==> run_1/met1.png <==
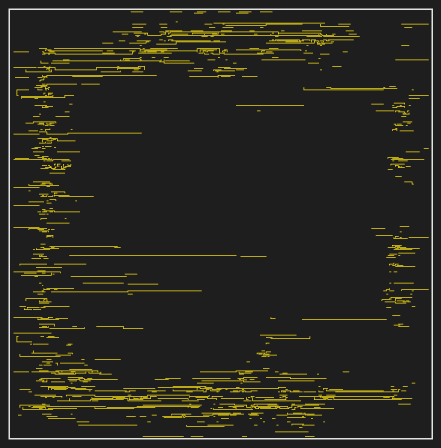
==> run_1/final_congestion.png <==
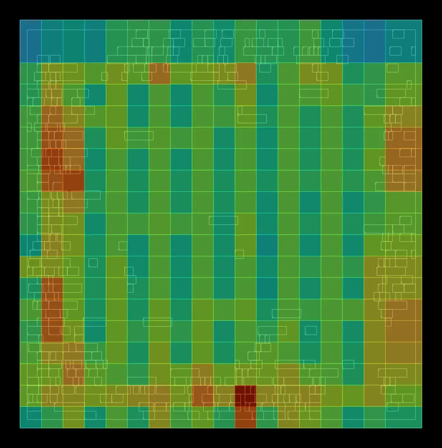
==> run_1/port_nets.png <==
The bar under the picture is 50 microns long.
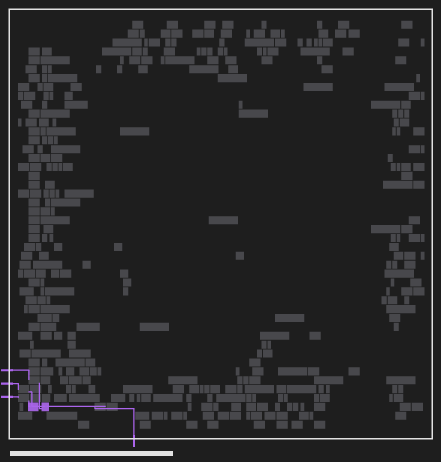
Design axi_read_arbiter, sky130hd; sources not shown.
==> results_slide.txt, run 1 <==
Key Metrics from the Run

Detailed routing
  – Drt first-iter violations: 98
  – Post-DRT Antenna Nets: 0
  – Routed wire per std cell: 16.3 microns

Global routing
  – Largest net degree at the start of global routing: 66
  – GR Overflow Total: 0
  – Initial antenna violation count: 0
  – First-pass GRT wire length: 13400 microns
  – Number of global-route vias before repair: 2433

Placed design
  – Placed Instances: 562
  – Area after DPL: 0.00356 sq mm
  – Pre-CTS WS: 0.0283 ns
  – Final HPWL DP: 6920 microns
  – Routability congestion estimate: 0.690

Power
  – PD cells: 1220 mW/mm^2
  – Internal: 0.00291 W
  – Sw frac: 36.4%
  – Clk pwr share: 17.4%
  – Reg power frac: 34.4%
  – Leak: 1.58 nW
  – Max VDD drop: 549 uV
  – Combinational share of power: 48.2%
  – Total power: 0.00458 W
  – Total net switching power: 0.00167 W

Final timing
  – Max-slew violation count: 0
  – Unrepaired setup endpoints after global routing: no
  – Slew HR: 37.4%
  – Worst slew pin tran: 0.938 ns
  – Final setup margin: 0.102 ns
  – Final Critical Period: 1.84 ns
  – Final hold slack: 0.288 ns
  – FMAX: 544 MHz
  – Post-layout period usage: 94.8%
  – # setup viols final: 0

Worst setup path
  – Critical Path RT: 2.01 ns
  – Crit end category: register
  – Cell breakdown of the critical path: dlygate4sd3_1 -> buf_2 -> nor3b_4 -> buf_4 -> buf_12 -> o21ai_1 -> a22o_1
  – Worst reg2reg setup slack: 0.22 ns
  – Startpoint types: input port
  – Worst Path Max Fanout: 65
  – Arrival time worst endpoint: 1.91 ns
  – CP max stage cell: dlygate4sd3_1
  – R2R cell count: 5
  – Critical path class: input port to register

Synth
  – Ys cells: 364
  – Cells after Synth: 364
  – Mapped cell area: 0.00311 sq mm
  – Largest area contributor in the netlist: buf_4
  – Synth warn: 0
  – Post-synth EDFFs: 0
  – Synth Seq Share: 31.4%
  – Syn_area_per_cell: 8.53 sq um
  – Post-synth top flop: dfrtp_1
  – Cell area leaders: buf_4, dfrtp_1, nand3_1, a32oi_1, nand2_1
  – Yosys stat chip area: 0.00311 sq mm
  – Top cells by count: buf_4, nand3_1, dfrtp_1
  – Top-area cell share: 35.5%
  – Cell with the most instances after synthesis: buf_4
  – Asr flop ratio synth: 100%

Run
  – Maxcap violations: 0
  – Tool warning count: 26

Worst hold path
  – Hold Path Stages: 0
  – Worst Hold Class: input port to primary output

Floorplanning
  – Pre-Place Util: 19.9%
  – Die Span Y: 131 microns
  – Die area: 0.0169 sq mm
  – Total core area: 0.0156 sq mm
  – Die X: 129 microns

Layout
  – Layout Area Growth over Synthesis: 20.9%
  – Max reg flops: 32
  – Fin util: 24.1%
  – Cell area after layout: 0.00375 sq mm
  – Post-route insts no fill: 572
  – Nets: 503
  – Ant diodes: 0
  – Share of cells above drive strength 1: 7.87%

CTS
  – Clock slew at reported path FFs: 0.06 ns
  – Worst-skew pair later-pin latency: 0.28 ns
  – CTS Buf Count: 5
  – Root Buffer: clkbuf_16
  – Clock Path Buffers: 2
  – CTS tree: done
  – Clk sinks: 39

Run status
  – Status: finished clean
-- met1.png (at the start) --
share of all routed wire: 36%
main direction: horizontal
longest straight run: 51.1 microns
wire length on this layer: 3320 microns
nets with wire on the layer: 366
M1 GR Usage: 10.7%
vias: 2438
final wirelength: 9310 microns

-- final_congestion.png (at the start) --
GR Util met2: 18.4%
GRT Max-Usage Layer: met2
Total GRT Usage: 10.7%
M3 GR Usage: 3.54%

-- port_nets.png (at the start) --
legend:
  purple:
    port: io_master_rid
    bits: 4
    direction: input
    edge: 3 left, 1 bottom
    end_cells: 2
    buffers: 4
    wire: 73.7 microns
IO buf count: 124
I/O pin cnt: 330

## run 1: cells in the final DEF (no fill, tap or decap), types with 5 or more instances in the layout
cell type        instances
nand3_1                 64
dlymetal6s2s_1           6
buf_4                   12
clkbuf_16                5
conb_1                  13
nand2_1                 33
a32oi_1                 32
dfrtp_1                 37
nor2_1                   6
clkdlybuf4s50_1        116
## run 1: routing by layer
metal,up-vias,share of wire [%],GRT usage [%]
li1,1083,-,-
met1,1134,36,10.7
met2,155,48,18.4
met3,66,9.7,3.54
met4,0,6.6,8.44
met5,-,0,0
## run 1: layout make-up
type | instances | area (sq um)
multi-input cells | 169 | 980
flip-flops and latches | 39 | 978
well taps | 216 | 270
clock buffers | 6 | 129
fillers | 1725 | 11800
inverters | 3 | 11.3
repair buffers | 139 | 1390
## run 1: worst max-delay path: cells and delay by family
| family | cells | cell delay (ns) |
|---|---|---|
| AND-OR/OR-AND | 2 | 0.42 |
| buffers and inverters | 4 | 1.08 |
| AND/OR/NAND/NOR | 1 | 0.21 |
## run 1: kinds of logic (layout without fill, tap and decap cells)
group	Yosys count	after routing	synth area share, %
buf+inv	167	148	38.9
simple gates	113	113	17.5
compound gates	39	39	10.7
flops	39	39	31.4
mux	3	3	1.05
other cells	2	13	0.242
xor+xnor	1	1	0.282
## run 1: power groups by stage
stage	clock network [W]	logic, W	registers, W
finish	0.000797	0.00221	0.00158
global route	0.000873	0.00243	0.00164
CTS	0.000855	0.00223	0.00157
detailed placement	0	0.00222	0.00157
global placement	0	0.00217	0.00155
floorplan	0	0.00112	0.00170
==> run 2: changes to the inputs <==
Settings changed: CORE_AREA 2 2 127 129 to 2 2 129 131, DIE_AREA 0 0 129 131 to 0 0 131 133, DONT_BUFFER_PORTS set to 1.
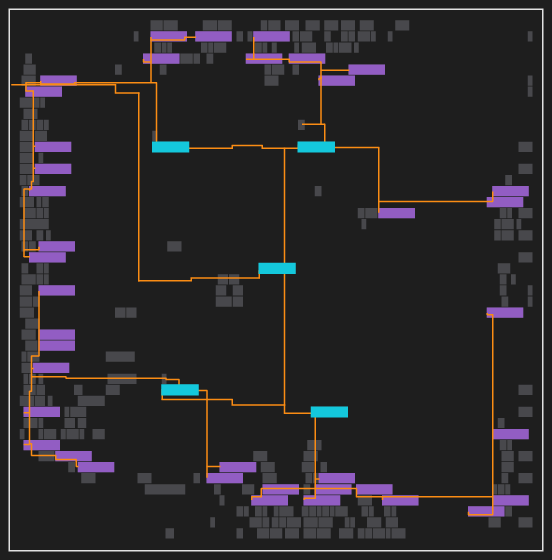
(run_2/clock_map.png)
legend:
  cyan:
    item: cells driving clock nets
    count: 5
  purple:
    item: flip-flops
    count: 39
  orange:
    item: clock wires
    length: 789 microns
flops lie: widely spread
Clk pwr share: 22.0%
Clock group: 0.000826 W
worst-skew pair later-pin latency: 0.29 ns

==> results_slide.txt, run 2 <==
Key Metrics from the Run

Run status
  – Status: finished, violations left
  – Failing checks: negative hold slack

CTS
  – CTS Buf Count: 5
  – Htree depth: 2
  – Root Buffer: clkbuf_16
  – Clk sinks: 39
  – Clock slew at reported path FFs: 0.06 ns
  – Clock Path Buffers: 2
  – CTS tree: done

Worst setup path
  – R2R cell count: 4
  – Arrival time worst endpoint: 1.51 ns
  – Worst Path Max Fanout: 6
  – Worst reg2reg setup slack: 0.38 ns
  – Crit end category: primary output
  – Critical path class: register to primary output
  – Critical Path RT: 1.65 ns
  – Startpoint types: register

Synth
  – Seq cells post-synth: 39
  – Synth warn: 0
  – Ys cells: 364
  – Synth Seq Share: 31.4%
  – Netlist cell types: 31
  – Mapped cell area: 0.00311 sq mm
  – Largest area contributor in the netlist: buf_4
  – Top cells by count: buf_4, nand3_1, dfrtp_1
  – Top-area cell share: 35.5%
  – Asr flop ratio synth: 100%
  – Post-synth top flop: dfrtp_1
  – Post-synth EDFFs: 0
  – Cell area leaders: buf_4, dfrtp_1, nand3_1, a32oi_1, nand2_1
  – Syn_area_per_cell: 8.53 sq um
  – Yosys stat chip area: 0.00311 sq mm
  – Cell with the most instances after synthesis: buf_4
  – Cells after Synth: 364

Detailed routing
  – # DRC: 0
  – Drt first-iter violations: 68
  – Vias per cell: 4.38
  – Routed wire per std cell: 19.6 microns
  – Drt first pass iters: 4
  – Post-DRT Antenna Nets: 0

Final timing
  – # setup viols final: 0
  – Sum Neg Setup Slack: 0 ns
  – Slew HR: 65.3%
  – Final Critical Period: 1.80 ns
  – Final-report hold violation count: 8
  – Worst slew pin tran: 0.516 ns
  – FMAX: 555 MHz
  – Max-slew violation count: 0
  – Post-layout period usage: 92.9%
  – Unrepaired setup endpoints after global routing: no
  – Final hold slack: -0.0398 ns

Layout
  – Ant diodes: 0
  – Nets: 426
  – Max reg flops: 32
  – Share of cells above drive strength 1: 7.12%
  – Most frequent cells in the layout: nand3_1, dlygate4sd3_1, dfrtp_1
  – Cell area after layout: 0.00303 sq mm
  – Layout Area Growth over Synthesis: -2.50%
  – Top cell excl fill/tap: nand3_1

Worst hold path
  – Hold Path Stages: 2
  – Worst Hold Class: input port to register

Global routing
  – GR Overflow Total: 0
  – First-pass GRT wire length: 12600 microns
  – Number of global-route vias before repair: 2071
  – Initial antenna violation count: 0
  – Largest net degree at the start of global routing: 43
  – Total GRT Usage: 10.2%

Power
  – Leak: 1.21 nW
  – Total power: 0.00375 W
  – Max VDD drop: 382 uV
  – PD cells: 1240 mW/mm^2

Floorplanning
  – Die area: 0.0174 sq mm
  – Die Span Y: 133 microns
  – Row Count: 47
  – Pre-Place Util: 19.2%
  – Total core area: 0.0162 sq mm
  – I/O pin cnt: 330
  – Die X: 131 microns

Run
  – Maxcap violations: 0
  – Tool warning count: 26

Placed design
  – Area after DPL: 0.00232 sq mm
  – IO buf count: 0
  – Routability congestion estimate: 0.630
  – Final HPWL DP: 6620 microns
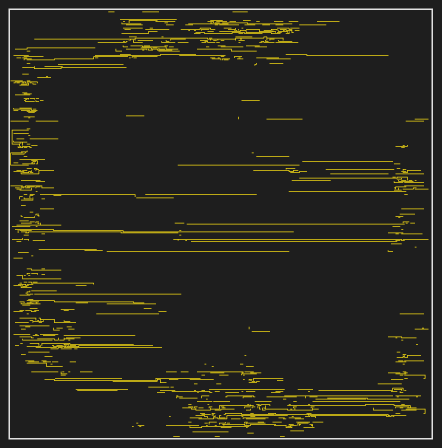
(run_2/met1.png)
longest straight run: 70.8 microns
nets with wire on the layer: 306
wire length on this layer: 3490 microns
vias: 2195
final wirelength: 9800 microns
M1 GR Usage: 10.8%

-- run 2: cell counts after synthesis --
No cell type changed its count.
-- run 2: layout make-up --
class                   instances  area, sq um
clock buffers                   7          133
inverters                       3         11.3
well taps                     220          275
multi-input cells             169          976
clock inverters                 1         5.00
flip-flops and latches         39          976
repair buffers                 62          653
fillers                      1771        13100
-- run 2: metrics by stage --
| step | setup slack, ns | util, % | std cells |
|---|---|---|---|
| final | 0.139 | 18.7 | 501 |
| after CTS | 0.111 | 15.2 | 447 |
| after global routing | 0.0174 | 18.7 | 501 |
| after floorplan | 0.556 | - | 375 |
| after detailed placement | 0.389 | 14.4 | 439 |
| after global placement | 0.450 | 14.4 | 439 |
-- run 2: cell families (layout without fill, tap and decap cells) --
logic type             Yosys count  count (layout)  share of synthesized area (%)
multiplexers                     3               3                           1.05
flip-flops                      39              39                           31.4
buffers and inverters          167              73                           38.9
other                            2              13                          0.242
XOR/XNOR                         1               1                          0.282
AND/OR/NAND/NOR                113             113                           17.5
AND-OR/OR-AND                   39              39                           10.7
-- run 2: worst max-delay path: stages (launching register included) --
cell,delay (ns)
dfrtp_1,0.45
nor3b_4,0.40
nand2_1,0.13
nor2_1,0.23
-- run 2: metal layers --
layer  global-route usage, %  vias up  part of all wire [%]
met5                       0        -                     0
met4                    8.04        0                   6.1
met3                    4.41       64                    11
met2                    15.6      170                    47
met1                    10.8     1032                    36
li1                        -      929                     -
-- run 2: power breakdown --
part | internal [W] | total, W | switching, W
Sequential | 0.00122 | 0.00183 | 0.000614
Clock | 0.000476 | 0.000826 | 0.000349
Combinational | 0.000478 | 0.00109 | 0.000609
Total | 0.00218 | 0.00375 | 0.00157
Power figures rest on the tool's default switching activity, not on a simulated workload.
